Clock routing:
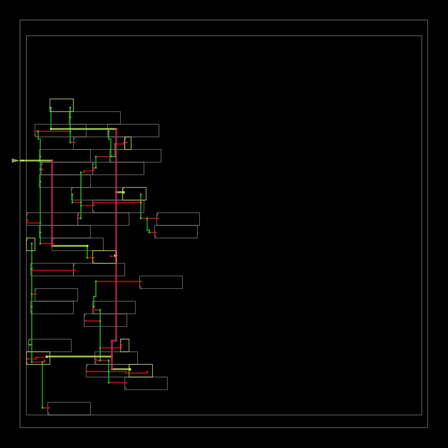
M2 wires:
(4 px per µm)
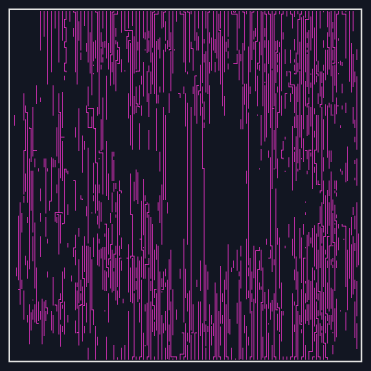
Register map, names as in the netlist:
(4 px per µm) Other sequential cells in the stronger grey, the rest of the logic in the fainter grey.
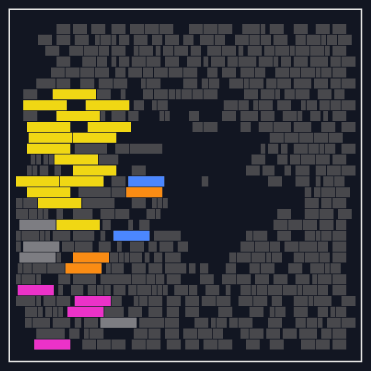
--- config.mk ---
export PLATFORM = sky130hd
export DESIGN_NAME = seq_packet_job_scheduler_flat
export DESIGN_NICKNAME = d
export VERILOG_FILES = /design/src/rtl/seq_packet_job_scheduler_pkg.sv /design/src/rtl/seq_packet_job_scheduler_if.sv /design/src/rtl/seq_packet_job_scheduler_order_fifo.sv /design/src/rtl/seq_packet_job_scheduler.sv /design/src/flat_wrapper.sv
export SDC_FILE = /design/constraint.sdc
export NUM_CORES = 1
export LEC_CHECK = 0
export CORE_UTILIZATION = 32
export CTS_BUF_LIST = sky130_fd_sc_hd__clkbuf_8
export DETAILED_ROUTE_END_ITERATION = 10
export GPL_TIMING_DRIVEN = 0
export PLACE_DENSITY = 0.95
export SYNTH_ARGS = -nofsm -noshare
export SYNTH_HDL_FRONTEND = slang
export SYNTH_SLANG_ARGS = --single-unit
--- constraint.sdc ---
create_clock -name clk -period 3 [get_ports clk]
set_input_delay 0.3 -clock clk [delete_from_list [all_inputs] [get_ports clk]]
set_output_delay 0.3 -clock clk [all_outputs]
set_load 0.03 [all_outputs]
--- src/rtl/seq_packet_job_scheduler_pkg.sv ---
// Shared definitions for the sequence-packet job scheduler.
// - SEQ_*_W : widths of one engine's sequence-packet fields.
// - sched_state_e : grant FSM states.
// - id_width() : engine-index width, at least one bit.
package seq_packet_job_scheduler_pkg;

  localparam int SEQ_STRB_W    = 4;
  localparam int SEQ_LL_W      = 8;
  localparam int SEQ_ML_W      = 8;
  localparam int SEQ_OFFSET_W  = 16;
  localparam int SEQ_OVERLAP_W = 1;
  localparam int SEQ_EOJ_W     = 1;
  localparam int SEQ_DELIM_W   = 1;

  typedef enum logic {
    ST_IDLE  = 1'b0,
    ST_GRANT = 1'b1
  } sched_state_e;

  function automatic int id_width(input int n);
    return (n > 1) ? $clog2(n) : 1;
  endfunction

endpackage

--- src/rtl/seq_packet_job_scheduler_if.sv ---
// Bundle of the scheduler's dispatch, engine, output and status signals.
// - slave  : scheduler side. It drives o_* and receives i_*.
// - master : environment side. It drives i_* and receives o_*.
// Engine k's fields occupy slice k of every i_eng_* vector.
interface seq_packet_job_scheduler_if
  import seq_packet_job_scheduler_pkg::*;
#(
  parameter int NUM_ENGINES = 4,
  parameter int ORDER_DEPTH = 8
);
  localparam int ID_W  = id_width(NUM_ENGINES);
  localparam int CNT_W = $clog2(ORDER_DEPTH + 1);

  logic                                 i_dispatch_valid;
  logic [ID_W-1:0]                      i_dispatch_id;
  logic                                 o_dispatch_ready;
  logic [NUM_ENGINES-1:0]               i_eng_valid;
  logic [NUM_ENGINES*SEQ_STRB_W-1:0]    i_eng_strb;
  logic [NUM_ENGINES*SEQ_LL_W-1:0]      i_eng_ll;
  logic [NUM_ENGINES*SEQ_ML_W-1:0]      i_eng_ml;
  logic [NUM_ENGINES*SEQ_OFFSET_W-1:0]  i_eng_offset;
  logic [NUM_ENGINES*SEQ_OVERLAP_W-1:0] i_eng_overlap;
  logic [NUM_ENGINES*SEQ_EOJ_W-1:0]     i_eng_eoj;
  logic [NUM_ENGINES*SEQ_DELIM_W-1:0]   i_eng_delim;
  logic [NUM_ENGINES-1:0]               o_eng_ready;
  logic                                 o_next_valid;
  logic [SEQ_STRB_W-1:0]                o_next_strb;
  logic [SEQ_LL_W-1:0]                  o_next_ll;
  logic [SEQ_ML_W-1:0]                  o_next_ml;
  logic [SEQ_OFFSET_W-1:0]              o_next_offset;
  logic [SEQ_OVERLAP_W-1:0]             o_next_overlap;
  logic [SEQ_EOJ_W-1:0]                 o_next_eoj;
  logic [SEQ_DELIM_W-1:0]               o_next_delim;
  logic                                 i_next_ready;
  logic [CNT_W-1:0]                     o_pending;
  logic                                 o_busy;
  logic                                 o_err_bad_id;

  modport slave (
    input  i_dispatch_valid, i_dispatch_id, i_eng_valid, i_eng_strb, i_eng_ll,
           i_eng_ml, i_eng_offset, i_eng_overlap, i_eng_eoj, i_eng_delim, i_next_ready,
    output o_dispatch_ready, o_eng_ready, o_next_valid, o_next_strb, o_next_ll,
           o_next_ml, o_next_offset, o_next_overlap, o_next_eoj, o_next_delim,
           o_pending, o_busy, o_err_bad_id
  );

  modport master (
    output i_dispatch_valid, i_dispatch_id, i_eng_valid, i_eng_strb, i_eng_ll,
           i_eng_ml, i_eng_offset, i_eng_overlap, i_eng_eoj, i_eng_delim, i_next_ready,
    input  o_dispatch_ready, o_eng_ready, o_next_valid, o_next_strb, o_next_ll,
           o_next_ml, o_next_offset, o_next_overlap, o_next_eoj, o_next_delim,
           o_pending, o_busy, o_err_bad_id
  );
endinterface

--- src/rtl/seq_packet_job_scheduler_order_fifo.sv ---
// seq_order_fifo: synchronous FIFO of engine ids, in dispatch order.
// Ports:
// - clk, rst           : clock and asynchronous active-high reset.
// - push, push_data    : enqueue. Ignored when full.
// - pop, pop_data      : dequeue. pop_data shows the head combinationally.
//                        pop is ignored when empty.
// - full, empty, count : occupancy status.
module seq_order_fifo #(
  parameter  int WIDTH = 2,
  parameter  int DEPTH = 8,
  localparam int CNT_W = $clog2(DEPTH + 1)
) (
  input  logic             clk,
  input  logic             rst,
  input  logic             push,
  input  logic [WIDTH-1:0] push_data,
  input  logic             pop,
  output logic [WIDTH-1:0] pop_data,
  output logic             full,
  output logic             empty,
  output logic [CNT_W-1:0] count
);
  localparam int PTR_W = (DEPTH > 1) ? $clog2(DEPTH) : 1;

  logic [WIDTH-1:0] mem_r [DEPTH];
  logic [PTR_W-1:0] wr_ptr_r;
  logic [PTR_W-1:0] rd_ptr_r;
  logic [CNT_W-1:0] count_r;
  logic             do_push_s;
  logic             do_pop_s;

  assign do_push_s = push && !full;
  assign do_pop_s  = pop && !empty;
  assign full      = (count_r == CNT_W'(DEPTH));
  assign empty     = (count_r == CNT_W'(0));
  assign count     = count_r;
  assign pop_data  = mem_r[rd_ptr_r];

  // Storage write. It has no reset because stale entries are never read.
  always_ff @(posedge clk) begin
    if (do_push_s) begin
      mem_r[wr_ptr_r] <= push_data;
    end
  end

  // Pointers and occupancy. DEPTH is a power of two, so the pointers wrap naturally.
  always_ff @(posedge clk or posedge rst) begin
    if (rst) begin
      wr_ptr_r <= PTR_W'(0);
      rd_ptr_r <= PTR_W'(0);
      count_r  <= CNT_W'(0);
    end else begin
      if (do_push_s) begin
        wr_ptr_r <= wr_ptr_r + PTR_W'(1);
      end
      if (do_pop_s) begin
        rd_ptr_r <= rd_ptr_r + PTR_W'(1);
      end
      case ({do_push_s, do_pop_s})
        2'b10:   count_r <= count_r + CNT_W'(1);
        2'b01:   count_r <= count_r - CNT_W'(1);
        default: count_r <= count_r;
      endcase
    end
  end

endmodule

--- src/rtl/seq_packet_job_scheduler.sv ---
// seq_packet_job_scheduler: grants the shared sequence-packet output to one
// match engine at a time, in dispatch order. A grant ends on its accepted eoj beat.
// Ports:
// - clk, rst : clock and asynchronous active-high reset.
// - bus      : slave view of seq_packet_job_scheduler_if. It carries dispatch
//              in/ready, per-engine packets and readies, the output packet
//              stream, and the pending/busy/bad-id status.
module seq_packet_job_scheduler
  import seq_packet_job_scheduler_pkg::*;
#(
  parameter int NUM_ENGINES = 4,
  parameter int ORDER_DEPTH = 8
) (
  input  logic                      clk,
  input  logic                      rst,
  seq_packet_job_scheduler_if.slave bus
);
  localparam int                ID_W      = id_width(NUM_ENGINES);
  localparam int                CNT_W     = $clog2(ORDER_DEPTH + 1);
  localparam logic [ID_W:0]     NUM_ENG_L = (ID_W + 1)'(NUM_ENGINES);

  sched_state_e              state_r, state_nxt_s;
  logic [ID_W-1:0]           grant_id_r, grant_id_nxt_s, head_s;
  logic                      err_r;
  logic                      full_s, empty_s, id_ok_s, disp_take_s, push_s, bad_s;
  logic                      idle_s, bypass_s, fifo_push_s, pop_s, grant_load_s, eoj_beat_s;
  logic [CNT_W-1:0]          count_s;
  logic [NUM_ENGINES-1:0]    sel_s, eng_ready_s;
  logic                      next_valid_s;
  logic [SEQ_STRB_W-1:0]     next_strb_s;
  logic [SEQ_LL_W-1:0]       next_ll_s;
  logic [SEQ_ML_W-1:0]       next_ml_s;
  logic [SEQ_OFFSET_W-1:0]   next_offset_s;
  logic [SEQ_OVERLAP_W-1:0]  next_overlap_s;
  logic [SEQ_EOJ_W-1:0]      next_eoj_s;
  logic [SEQ_DELIM_W-1:0]    next_delim_s;

  // A dispatch is consumed whenever the queue has room. Only in-range ids are stored.
  assign id_ok_s     = ({1'b0, bus.i_dispatch_id} < NUM_ENG_L);
  assign disp_take_s = bus.i_dispatch_valid && !full_s;
  assign push_s      = disp_take_s && id_ok_s;
  assign bad_s       = disp_take_s && !id_ok_s;

  // When idle with nothing queued, a dispatch goes straight into the grant
  // register. The grant is then visible in the cycle after the dispatch.
  assign idle_s         = (state_r == ST_IDLE);
  assign bypass_s       = idle_s && empty_s && push_s;
  assign fifo_push_s    = push_s && !bypass_s;
  assign eoj_beat_s     = next_valid_s && bus.i_next_ready && (|next_eoj_s);
  assign pop_s          = !empty_s && (idle_s || eoj_beat_s);
  assign grant_load_s   = pop_s || bypass_s;
  assign grant_id_nxt_s = pop_s ? head_s : bus.i_dispatch_id;

  seq_order_fifo #(
    .WIDTH (ID_W),
    .DEPTH (ORDER_DEPTH)
  ) u_order_fifo (
    .clk       (clk),
    .rst       (rst),
    .push      (fifo_push_s),
    .push_data (bus.i_dispatch_id),
    .pop       (pop_s),
    .pop_data  (head_s),
    .full      (full_s),
    .empty     (empty_s),
    .count     (count_s)
  );

  // Grant FSM next state. An eoj with an empty queue releases the grant.
  always_comb begin
    state_nxt_s = state_r;
    case (state_r)
      ST_IDLE:  state_nxt_s = grant_load_s ? ST_GRANT : ST_IDLE;
      ST_GRANT: state_nxt_s = (eoj_beat_s && empty_s) ? ST_IDLE : ST_GRANT;
      default:  state_nxt_s = ST_IDLE;
    endcase
  end

  // State, grant id and the sticky bad-id flag.
  always_ff @(posedge clk or posedge rst) begin
    if (rst) begin
      state_r    <= ST_IDLE;
      grant_id_r <= ID_W'(0);
      err_r      <= 1'b0;
    end else begin
      state_r <= state_nxt_s;
      if (grant_load_s) begin
        grant_id_r <= grant_id_nxt_s;
      end
      err_r <= err_r | bad_s;
    end
  end

  // One-hot engine select. It is all zero while idle.
  always_comb begin
    sel_s = '0;
    for (int k = 0; k < NUM_ENGINES; k++) begin
      sel_s[k] = (state_r == ST_GRANT) && (grant_id_r == ID_W'(k));
    end
  end

  // AND-OR output mux. The outputs are zero while idle.
  always_comb begin
    next_valid_s   = 1'b0;
    next_strb_s    = '0;
    next_ll_s      = '0;
    next_ml_s      = '0;
    next_offset_s  = '0;
    next_overlap_s = '0;
    next_eoj_s     = '0;
    next_delim_s   = '0;
    eng_ready_s    = '0;
    for (int k = 0; k < NUM_ENGINES; k++) begin
      next_valid_s   = next_valid_s   | (sel_s[k] & bus.i_eng_valid[k]);
      next_strb_s    = next_strb_s    | ({SEQ_STRB_W{sel_s[k]}}    & bus.i_eng_strb[k*SEQ_STRB_W +: SEQ_STRB_W]);
      next_ll_s      = next_ll_s      | ({SEQ_LL_W{sel_s[k]}}      & bus.i_eng_ll[k*SEQ_LL_W +: SEQ_LL_W]);
      next_ml_s      = next_ml_s      | ({SEQ_ML_W{sel_s[k]}}      & bus.i_eng_ml[k*SEQ_ML_W +: SEQ_ML_W]);
      next_offset_s  = next_offset_s  | ({SEQ_OFFSET_W{sel_s[k]}}  & bus.i_eng_offset[k*SEQ_OFFSET_W +: SEQ_OFFSET_W]);
      next_overlap_s = next_overlap_s | ({SEQ_OVERLAP_W{sel_s[k]}} & bus.i_eng_overlap[k*SEQ_OVERLAP_W +: SEQ_OVERLAP_W]);
      next_eoj_s     = next_eoj_s     | ({SEQ_EOJ_W{sel_s[k]}}     & bus.i_eng_eoj[k*SEQ_EOJ_W +: SEQ_EOJ_W]);
      next_delim_s   = next_delim_s   | ({SEQ_DELIM_W{sel_s[k]}}   & bus.i_eng_delim[k*SEQ_DELIM_W +: SEQ_DELIM_W]);
      eng_ready_s[k] = sel_s[k] & bus.i_next_ready;
    end
  end

  assign bus.o_dispatch_ready = !full_s;
  assign bus.o_eng_ready      = eng_ready_s;
  assign bus.o_next_valid     = next_valid_s;
  assign bus.o_next_strb      = next_strb_s;
  assign bus.o_next_ll        = next_ll_s;
  assign bus.o_next_ml        = next_ml_s;
  assign bus.o_next_offset    = next_offset_s;
  assign bus.o_next_overlap   = next_overlap_s;
  assign bus.o_next_eoj       = next_eoj_s;
  assign bus.o_next_delim     = next_delim_s;
  assign bus.o_pending        = count_s;
  assign bus.o_busy           = (state_r == ST_GRANT);
  assign bus.o_err_bad_id     = err_r;

endmodule

--- src/flat_wrapper.sv ---
// flat-port wrapper written by rule: the top's interface ports become plain ports
module seq_packet_job_scheduler_flat import seq_packet_job_scheduler_pkg::*;
#(
  parameter int NUM_ENGINES = 4,
  parameter int ORDER_DEPTH = 8
)
  (clk, rst, bus_i_dispatch_valid, bus_i_dispatch_id, bus_i_eng_valid, bus_i_eng_strb, bus_i_eng_ll, bus_i_eng_ml, bus_i_eng_offset, bus_i_eng_overlap, bus_i_eng_eoj, bus_i_eng_delim, bus_i_next_ready, bus_o_dispatch_ready, bus_o_eng_ready, bus_o_next_valid, bus_o_next_strb, bus_o_next_ll, bus_o_next_ml, bus_o_next_offset, bus_o_next_overlap, bus_o_next_eoj, bus_o_next_delim, bus_o_pending, bus_o_busy, bus_o_err_bad_id);
  seq_packet_job_scheduler_if #(.NUM_ENGINES(NUM_ENGINES), .ORDER_DEPTH(ORDER_DEPTH)) bus_i ();
  input  logic clk;
  input  logic rst;
  input wire logic [$bits(bus_i.i_dispatch_valid)-1:0] bus_i_dispatch_valid;
  input wire logic [$bits(bus_i.i_dispatch_id)-1:0] bus_i_dispatch_id;
  input wire logic [$bits(bus_i.i_eng_valid)-1:0] bus_i_eng_valid;
  input wire logic [$bits(bus_i.i_eng_strb)-1:0] bus_i_eng_strb;
  input wire logic [$bits(bus_i.i_eng_ll)-1:0] bus_i_eng_ll;
  input wire logic [$bits(bus_i.i_eng_ml)-1:0] bus_i_eng_ml;
  input wire logic [$bits(bus_i.i_eng_offset)-1:0] bus_i_eng_offset;
  input wire logic [$bits(bus_i.i_eng_overlap)-1:0] bus_i_eng_overlap;
  input wire logic [$bits(bus_i.i_eng_eoj)-1:0] bus_i_eng_eoj;
  input wire logic [$bits(bus_i.i_eng_delim)-1:0] bus_i_eng_delim;
  input wire logic [$bits(bus_i.i_next_ready)-1:0] bus_i_next_ready;
  output wire logic [$bits(bus_i.o_dispatch_ready)-1:0] bus_o_dispatch_ready;
  output wire logic [$bits(bus_i.o_eng_ready)-1:0] bus_o_eng_ready;
  output wire logic [$bits(bus_i.o_next_valid)-1:0] bus_o_next_valid;
  output wire logic [$bits(bus_i.o_next_strb)-1:0] bus_o_next_strb;
  output wire logic [$bits(bus_i.o_next_ll)-1:0] bus_o_next_ll;
  output wire logic [$bits(bus_i.o_next_ml)-1:0] bus_o_next_ml;
  output wire logic [$bits(bus_i.o_next_offset)-1:0] bus_o_next_offset;
  output wire logic [$bits(bus_i.o_next_overlap)-1:0] bus_o_next_overlap;
  output wire logic [$bits(bus_i.o_next_eoj)-1:0] bus_o_next_eoj;
  output wire logic [$bits(bus_i.o_next_delim)-1:0] bus_o_next_delim;
  output wire logic [$bits(bus_i.o_pending)-1:0] bus_o_pending;
  output wire logic [$bits(bus_i.o_busy)-1:0] bus_o_busy;
  output wire logic [$bits(bus_i.o_err_bad_id)-1:0] bus_o_err_bad_id;
  assign bus_i.i_dispatch_valid = bus_i_dispatch_valid;
  assign bus_i.i_dispatch_id = bus_i_dispatch_id;
  assign bus_i.i_eng_valid = bus_i_eng_valid;
  assign bus_i.i_eng_strb = bus_i_eng_strb;
  assign bus_i.i_eng_ll = bus_i_eng_ll;
  assign bus_i.i_eng_ml = bus_i_eng_ml;
  assign bus_i.i_eng_offset = bus_i_eng_offset;
  assign bus_i.i_eng_overlap = bus_i_eng_overlap;
  assign bus_i.i_eng_eoj = bus_i_eng_eoj;
  assign bus_i.i_eng_delim = bus_i_eng_delim;
  assign bus_i.i_next_ready = bus_i_next_ready;
  assign bus_o_dispatch_ready = bus_i.o_dispatch_ready;
  assign bus_o_eng_ready = bus_i.o_eng_ready;
  assign bus_o_next_valid = bus_i.o_next_valid;
  assign bus_o_next_strb = bus_i.o_next_strb;
  assign bus_o_next_ll = bus_i.o_next_ll;
  assign bus_o_next_ml = bus_i.o_next_ml;
  assign bus_o_next_offset = bus_i.o_next_offset;
  assign bus_o_next_overlap = bus_i.o_next_overlap;
  assign bus_o_next_eoj = bus_i.o_next_eoj;
  assign bus_o_next_delim = bus_i.o_next_delim;
  assign bus_o_pending = bus_i.o_pending;
  assign bus_o_busy = bus_i.o_busy;
  assign bus_o_err_bad_id = bus_i.o_err_bad_id;
  seq_packet_job_scheduler #(.NUM_ENGINES(NUM_ENGINES), .ORDER_DEPTH(ORDER_DEPTH)) u_core (.clk(clk), .rst(rst), .bus(bus_i));
endmodule
==> results.txt <==
State of the implementation.

- The count of non-CTS buffers in the layout is around 240, for reference.
- Detailed placement finished with a half-perimeter wire length of 8820 µm.
- After global routing the overflow that remains totals 0.
- The dominant delay contributor by cell family on the critical path is buffers and inverters, for reference.
- For this run, the post-layout net count is 651.
- The horizontal extent of the die is 87.7 µm, for reference.
- Per the area breakdown, the dominant cell category is non-clock buffers.
- Per the synthesis report, the simple-gate share of the synthesized area is 17.0%.
- The detailed-routing iteration count for the pre-antenna-repair pass is 4, for reference.
- The number of antenna violations at the first check in global routing is 0, for reference.
- TritonCTS built the clock tree.
- The run finished with clean final reports.
- In the synthesized netlist the dominant register cell turns out to be sky130_fd_sc_hd__edfxtp_1.
- Timing analysis after detailed placement gives a worst setup slack of 0.0737 ns.
- Cells with a size suffix above 1 make up 7.92% of the layout.
- In this run the tool buffered the top-level ports with 215 buffer cells.
- The number of synthesized flops with an enable pin is 16, for reference.
- The number of warnings printed during yosys synthesis is 0, for reference.
- Once synthesis finished, the tally of register bits stood at 29.
- The wire length of the first global-routing pass is 15000 µm, for reference.
- For this run, the script counts the antenna cells in the layout as 0.
- The report lists the cells along the critical path as nor3b_4, clkbuf_4, clkbuf_2, a22oi_1, nand2_1, clkdlybuf4s50_1.
- ~220 I/O pins were placed.
- By area the synthesized netlist is led by sky130_fd_sc_hd__a22oi_1 (23%), sky130_fd_sc_hd__edfxtp_1 (20%), sky130_fd_sc_hd__dfrtp_1 (14%), sky130_fd_sc_hd__nand2_1 (8.6%), sky130_fd_sc_hd__mux4_2 (3.8%).
- At the pin with the least slew margin, the transition time is 0.631 ns.
- The multi-input gate share of total cell area is about 30%, for reference.
- STA classifies the critical path startpoint as a register.
- After the flow finishes, the layout carries non-filler instances totaling 576.
- The cell count after synthesis came out at 257.
- The layout has roughly 530 filler cells.
- The maximum net fanout on the critical path is 10, for reference.
- The count of maximum capacitance violations is 0, for reference.
- The registers of the reported paths see a clock transition of roughly 0.060 ns.
- Sorting the synthesized cells by how often they occur yields sky130_fd_sc_hd__a22oi_1 (72), sky130_fd_sc_hd__nand2_1 (54), sky130_fd_sc_hd__edfxtp_1 (16).
- The worst relative slew slack is 57.6%, for reference.
- The clock network area share is 1.74%, for reference.
- The critical path contains buffers and inverters numbering 3 combined.
- The setup total negative slack is 0 ns, for reference.
- After synthesis, flip-flops and latches occupy 34.3% of the total area.
## Picture notes: 'clock routing'
clock buffer count from CTS: 5
seq_cells: 29
Clock Sinks: 29
Clock Power: 300 µW
final clock skew: 0.00461 ns

## Picture notes: 'M2 wires'
- wire length on this layer: 5640 µm
- nets with wire on the layer: 578
- share of all routed wire: 52%
- main direction: vertical
- longest straight run: 55.8 µm
total via count after detailed routing: 3053
final wirelength: 10800 µm
M2 GR Usage: 48.3%

## Picture notes: 'register map, names as in the netlist'
- `u_core.grant_id_r`: blue (sequential cells 2)
- `u_core.u_order_fifo.rd_ptr_r`: orange (sequential cells 3)
- `u_core.u_order_fifo.mem_r`: yellow (sequential cells 16)
- `u_core.u_order_fifo.count`: magenta (sequential cells 4; where south-west)
utilization after layout: 68.4%
power in sequential cells: 685 µW
flip-flop and latch share of the layout cell area: 17.0%
FF/Latch Area: 806 µm²

sequential cells by signal, indices dropped and copies added (netlist names):
| register | cells |
|---|---|
| u_core.u_order_fifo.count | 4 |
| u_core.u_order_fifo.mem_r | 16 |
| u_core.u_order_fifo.wr_ptr_r | 3 |
| u_core.u_order_fifo.rd_ptr_r | 3 |
| u_core.grant_id_r | 2 |
| u_core.bus.o_busy | 1 |
worst max-delay path by stage:
stage	start	end	cells after the start
2_1_floorplan	u_core.bus.o_busy$_DFF_PP0_	u_core.u_order_fifo.count[3]$_DFFE_PP0P_	11
3_3_place_gp	u_core.bus.o_busy$_DFF_PP0_	bus_o_next_ml[5]	8
3_5_place_dp	bus_i_eng_eoj[2]	u_core.u_order_fifo.count[3]$_DFFE_PP0P_	12
4_1_cts	u_core.bus.o_busy$_DFF_PP0_	bus_o_next_ml[3]	8
5_1_grt	u_core.bus.o_busy$_DFF_PP0_	bus_o_next_ll[6]	8
6_report	u_core.grant_id_r[1]$_DFFE_PP0P_	bus_o_next_ll[6]	6
layer usage:
metal | track usage, % | share of wire, % | vias to the layer above
met5 | 0 | 0 | -
met4 | 11.9 | 3.6 | 0
met3 | 6.22 | 7.7 | 29
met2 | 48.3 | 52 | 151
met1 | 26.9 | 36 | 1448
li1 | - | - | 1425
power by group:
part / internal, µW / total [µW] / switching, µW
Clock: 157 / 300 / 143
Combinational: 1530 / 3580 / 2050
Sequential: 537 / 685 / 148
what timing repair did:
action | CTS | global route
gates cloned | 0 | 0
buffers inserted | 0 | 0
endpoints found under the setup margin | 29 | 30
resized | 9 | 17
worst register-to-register path: cells and delay by family, from the launching register on:
family | cells | cell delay (ns)
xor gates and xnor gates | 2 | 0.27
adders and majority gates | 2 | 0.54
AOI/OAI and AO/OA | 5 | 1.02
and+or+nand+nor | 2 | 0.41
DFF | 1 | 0.46
Power and IR drop assume default switching activity.
